$ cat src/rtl/serial_sub_pkg.sv
// Shared types for the bit-serial subtractor: controller state encoding.
package serial_sub_pkg;

    localparam int STATE_W = 2;

    typedef enum logic [STATE_W-1:0] {
        IDLE = 2'd0,
        RUN  = 2'd1,
        DONE = 2'd2
    } state_t;

endpackage

$ cat src/rtl/full_subtractor.sv
// One-bit full subtractor built from two half subtractors and an OR on the borrows.
module full_subtractor (
    input  logic x,
    input  logic y,
    input  logic bi,
    output logic d,
    output logic bo
);

    logic d1;
    logic b1;
    logic b2;

    half_subtractor u_hs0 (
        .x (x),
        .y (y),
        .d (d1),
        .b (b1)
    );

    half_subtractor u_hs1 (
        .x (d1),
        .y (bi),
        .d (d),
        .b (b2)
    );

    assign bo = b1 | b2;

endmodule

$ cat src/rtl/half_subtractor.sv
// One-bit half subtractor: d = x - y, b = borrow out.
module half_subtractor (
    input  logic x,
    input  logic y,
    output logic d,
    output logic b
);

    assign d = x ^ y;
    assign b = ~x & y;

endmodule

$ cat src/rtl/serial_subtractor.sv
// Bit-serial a - b - bin, LSB first, one full-subtractor cell with a registered borrow.
// Optional signed-overflow output enabled by defining SERIAL_SUB_OVF_EN.
module serial_subtractor
    import serial_sub_pkg::*;
#(
    parameter int WIDTH = 8
) (
    input  logic             clk,
    input  logic             rst_n,
    input  logic             start,
    input  logic [WIDTH-1:0] a,
    input  logic [WIDTH-1:0] b,
    input  logic             bin,
    output logic             busy,
    output logic             done,
    output logic [WIDTH-1:0] diff,
    output logic             bout
`ifdef SERIAL_SUB_OVF_EN
    ,
    output logic             ovf
`endif
);

    localparam int CNT_W = $clog2(WIDTH);

    state_t             state;
    state_t             state_next;
    logic [WIDTH-1:0]   a_sh;
    logic [WIDTH-1:0]   b_sh;
    logic               borrow;
    logic [CNT_W-1:0]   cnt;
    logic               accept;
    logic               last_bit;
    logic               cell_d;
    logic               cell_bo;
    logic [WIDTH-1:0]   a_sh_next;

    assign accept    = start && ((state == IDLE) || (state == DONE));
    assign last_bit  = (cnt == CNT_W'(WIDTH - 1));
    // Result bits are shifted into the MSB vacated by the minuend, so after
    // WIDTH shifts the minuend register holds the complete difference.
    assign a_sh_next = {cell_d, a_sh[WIDTH-1:1]};

    full_subtractor u_cell (
        .x  (a_sh[0]),
        .y  (b_sh[0]),
        .bi (borrow),
        .d  (cell_d),
        .bo (cell_bo)
    );

    always_ff @(posedge clk or negedge rst_n) begin
        if (!rst_n) begin
            state <= IDLE;
        end else begin
            state <= state_next;
        end
    end

    always_comb begin
        state_next = state;
        case (state)
            IDLE:    if (start) state_next = RUN;
            RUN:     if (last_bit) state_next = DONE;
            DONE:    state_next = start ? RUN : IDLE;
            default: state_next = IDLE;
        endcase
    end

    always_comb begin
        busy = (state == RUN);
        done = (state == DONE);
    end

    always_ff @(posedge clk or negedge rst_n) begin
        if (!rst_n) begin
            a_sh   <= '0;
            b_sh   <= '0;
            borrow <= 1'b0;
            cnt    <= '0;
            diff   <= '0;
            bout   <= 1'b0;
        end else if (accept) begin
            a_sh   <= a;
            b_sh   <= b;
            borrow <= bin;
            cnt    <= '0;
        end else if (state == RUN) begin
            a_sh   <= a_sh_next;
            b_sh   <= b_sh >> 1;
            borrow <= cell_bo;
            cnt    <= cnt + 1'b1;
            if (last_bit) begin
                diff <= a_sh_next;
                bout <= cell_bo;
            end
        end
    end

`ifdef SERIAL_SUB_OVF_EN
    // On the final bit the cell inputs are the operand MSBs and cell_d is the result MSB.
    always_ff @(posedge clk or negedge rst_n) begin
        if (!rst_n) begin
            ovf <= 1'b0;
        end else if ((state == RUN) && last_bit) begin
            ovf <= (a_sh[0] ^ b_sh[0]) & (cell_d ^ a_sh[0]);
        end
    end
`endif

endmodule

$ cat config.mk
export PLATFORM = sky130hd
export DESIGN_NAME = serial_subtractor
export DESIGN_NICKNAME = d
export VERILOG_FILES = /design/src/rtl/serial_sub_pkg.sv /design/src/rtl/full_subtractor.sv /design/src/rtl/half_subtractor.sv /design/src/rtl/serial_subtractor.sv
export SDC_FILE = /design/constraint.sdc
export NUM_CORES = 1
export LEC_CHECK = 0
export ABC_CLOCK_PERIOD_IN_PS = 1500
export CAP_MARGIN = 15
export CELL_PAD_IN_SITES_DETAIL_PLACEMENT = 0
export CELL_PAD_IN_SITES_GLOBAL_PLACEMENT = 2
export CORE_MARGIN = 2
export CORE_UTILIZATION = 29
export CTS_CLUSTER_DIAMETER = 60
export CTS_CLUSTER_SIZE = 8
export DETAILED_ROUTE_END_ITERATION = 8
export PLACE_DENSITY = 0.85
export SYNTH_ARGS = -nofsm -noshare
export SYNTH_HDL_FRONTEND = slang
export SYNTH_SLANG_ARGS = --single-unit
$ cat constraint.sdc
create_clock -name clk -period 1.5 [get_ports clk]
set_clock_uncertainty 0.1 [all_clocks]
set_input_delay 0.225 -clock clk [delete_from_list [all_inputs] [get_ports clk]]
set_output_delay 0.225 -clock clk [all_outputs]
set_load 0.05 [all_outputs]
==> changes_impl.md <==
## Flow update

* P_sw at 2.00 mW
* Area leader, netlist: dfrtp_1
* DP Area at 2000 um2
* Slew Viols, Final at 0
* Critical Path AT at 1.13 ns
* Drt initial violations at 102
* Chip area line of the yosys report at 1480 um2
* HPWL after detailed placement at 2.36 mm
* Period utilization at 97.1%
* Fmax at 687 MHz
* Seq cells post-synth at 31
* Post-Syn Nets at 150
* Max Fanout on Critical Path at 10
* Reg2reg setup slack at 0.04 ns
* Largest net degree at the start of global routing at 32
* Ys cells at 127
* Final instance area at 2250 um2
* Final hold vios at 0
* # IOs at 31
* Hold Buf Count CTS at 0
* Seq. pwr at 1.63 mW
* Nets at 200
* Initial antenna violation count at 0
* Comb power at 2.78 mW
* Area of the mapped netlist at 1480 um2
* Status: complete, no violations
* Slew headroom at 85.2%
* Net Sw Frac at 38.0%
* Max-cap violations at 0
* Main area contributors: dfrtp_1 52%, mux2_4 7.1%, o22ai_1 4.7%
* Worst-path clk slew at 0.07 ns
* Total power at 5.27 mW
* Internal Power at 3.27 mW
* Num CTS Buffers at 5
* Crit Path Category: flip-flop to output port
* Dpl cells at 226
* Dominant logic cell type in the layout: dfrtp_1
* Via count at 1,121
* Global Route Usage Sum at 13.1%
* Synth cell types at 27
[layout make-up]
class	instances	area (um2)
clock inverter	2	35.0
clock buffer	6	82.6
sequential	31	778
inverter	4	22.5
multi-input combinational	84	653
tap	67	83.8
timing repair buffer	51	592
fill	456	2570
[synth_stat cells, drive strengths merged]
cell type / n
ha: 2
nand2b: 4
o22ai: 11
nand3b: 1
o21ai: 5
a21oi: 5
a221o: 1
buf: 9
a22o: 1
fa: 1
nand2: 3
mux2i: 3
inv: 4
nand3: 1
and3b: 1
nor3: 11
mux2: 10
a211oi: 4
dfrtp: 31
nor2b: 6
nor2: 13
[cells by family (layout without fill, tap and decap cells)]
family | after synthesis | after routing | synth area share, %
buf+inv | 13 | 63 | 6.18
simple gates | 40 | 41 | 15.5
mux | 13 | 13 | 11.4
compound gates | 27 | 27 | 11.3
flops | 31 | 31 | 52.5
fa+ha+maj | 3 | 3 | 3.05
[through the flow]
stage               hold slack, ns  worst slack (ns)  setup TNS (ns)
floorplan                   -0.171            0.0234               0
global placement             0.394          -0.00565        -0.00565
detailed placement           0.402           -0.0464          -0.137
CTS                          0.209           0.00948               0
global route                 0.207           0.00149               0
finish                       0.209            0.0437               0
[state kept, by name, summed over array words and instances, names as in the netlist]
name	cells
bout	1
a_sh	8
borrow	1
state	2
cnt	3
diff	8
b_sh	8
[critical path, cell delays in order (launching register included)]
cell and delay [ns]:
dfrtp_2 0.43, buf_6 0.13, nand2b_4 0.09, inv_8 0.05, buf_12 0.14
[routing by layer]
layer  GRT usage, %  part of all wire (%)
met5              0                     0
met4           4.68                   1.7
met2           21.1                    49
met1           16.4                    44
met3           4.37                   4.5
[timing repair]
action | CTS | global route
setup endpoints to repair | 10 | 2
buffers inserted | 6 | 4
pin swaps | 1 | 0
cloned | 1 | 0
gates resized | 7 | 4
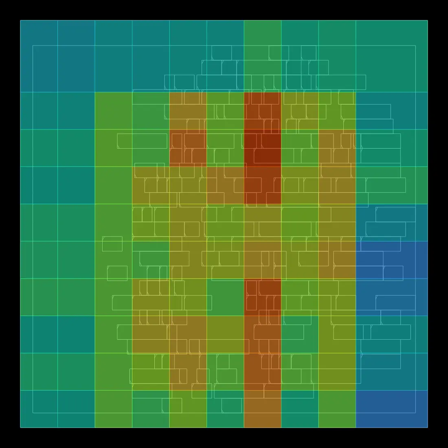
(routing congestion map)
met1 Use GR: 16.4%
met3 Track Usage GR: 4.37%
GRT busiest layer: met2

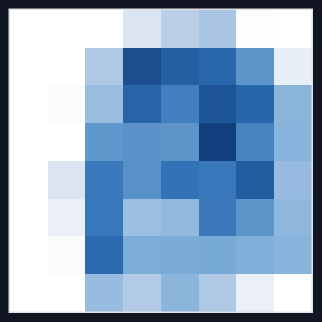
(placement density heat map)
Scale: 4 px per um. 8 x 8 tiles, from white (low) to dark blue (high), 0 to 100% covered.
nearly empty tiles: 25%
emptiest ninth of the die: upper left
tiles over 75% full: 14%
mean over tiles: 38%
core box area: 4820 um2
Initial Util: 30.7%
Layout Utilization: 46.6%

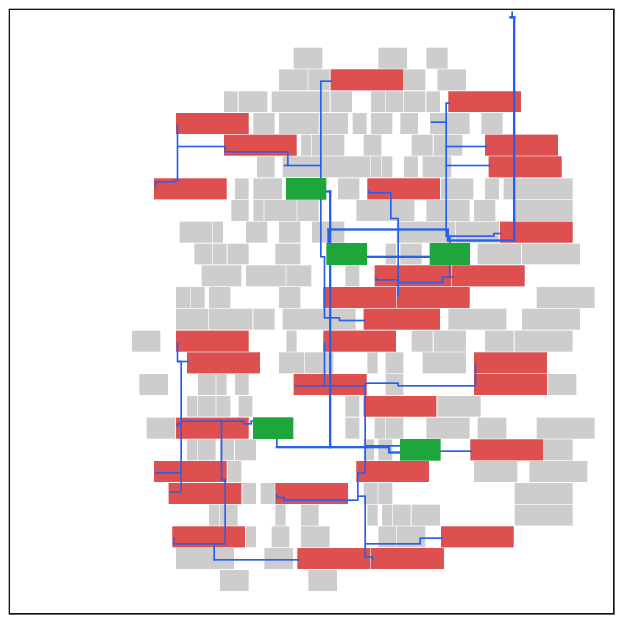
(routed clock nets over the placement)
Scale: 8 px per um.
[clock wires] blue | length: 436 um
[clock drivers] green | count: 5
[flip-flops] red | count: 31
routed clock nets: 6
Clk. pwr: 857 uW
clock share of power: 16.3%
Insertion Delay late pin: 0.28 ns

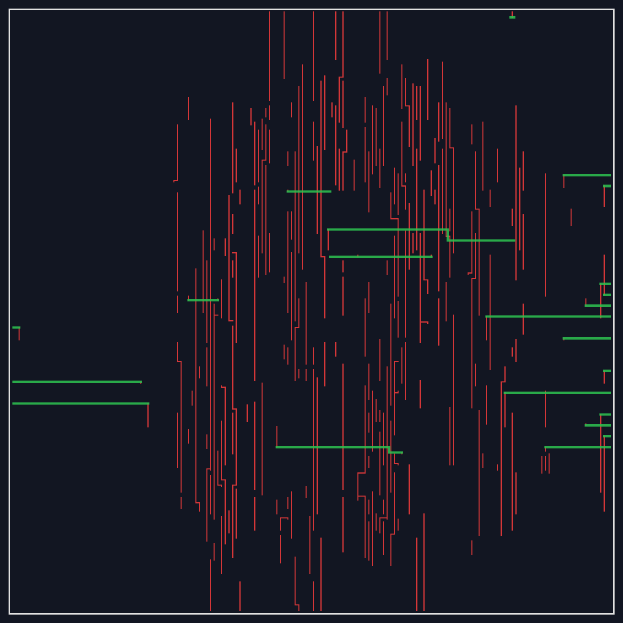
(metal layers overlaid)
Scale: 8 px per um. Two of the layers only.
[metal 2] red | wire length: 1,700 um
[metal 3] green | wire length: 155 um

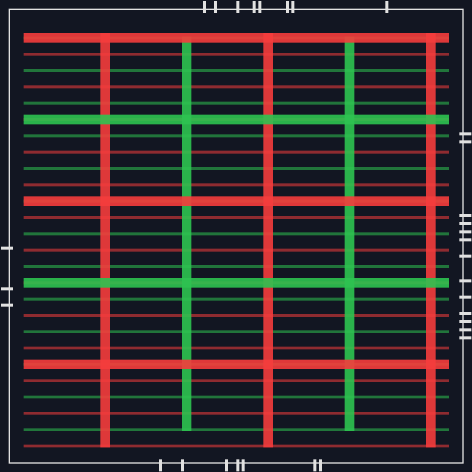
(PDN straps and rails)
Scale: 6 px per um. Pins as bars on the die edge.
[VDD] green
[VSS] red
signal pins: 31
met4 straps: 5
met1 rails: 26
rows: 25

Power is estimated from default activity; no workload was simulated.
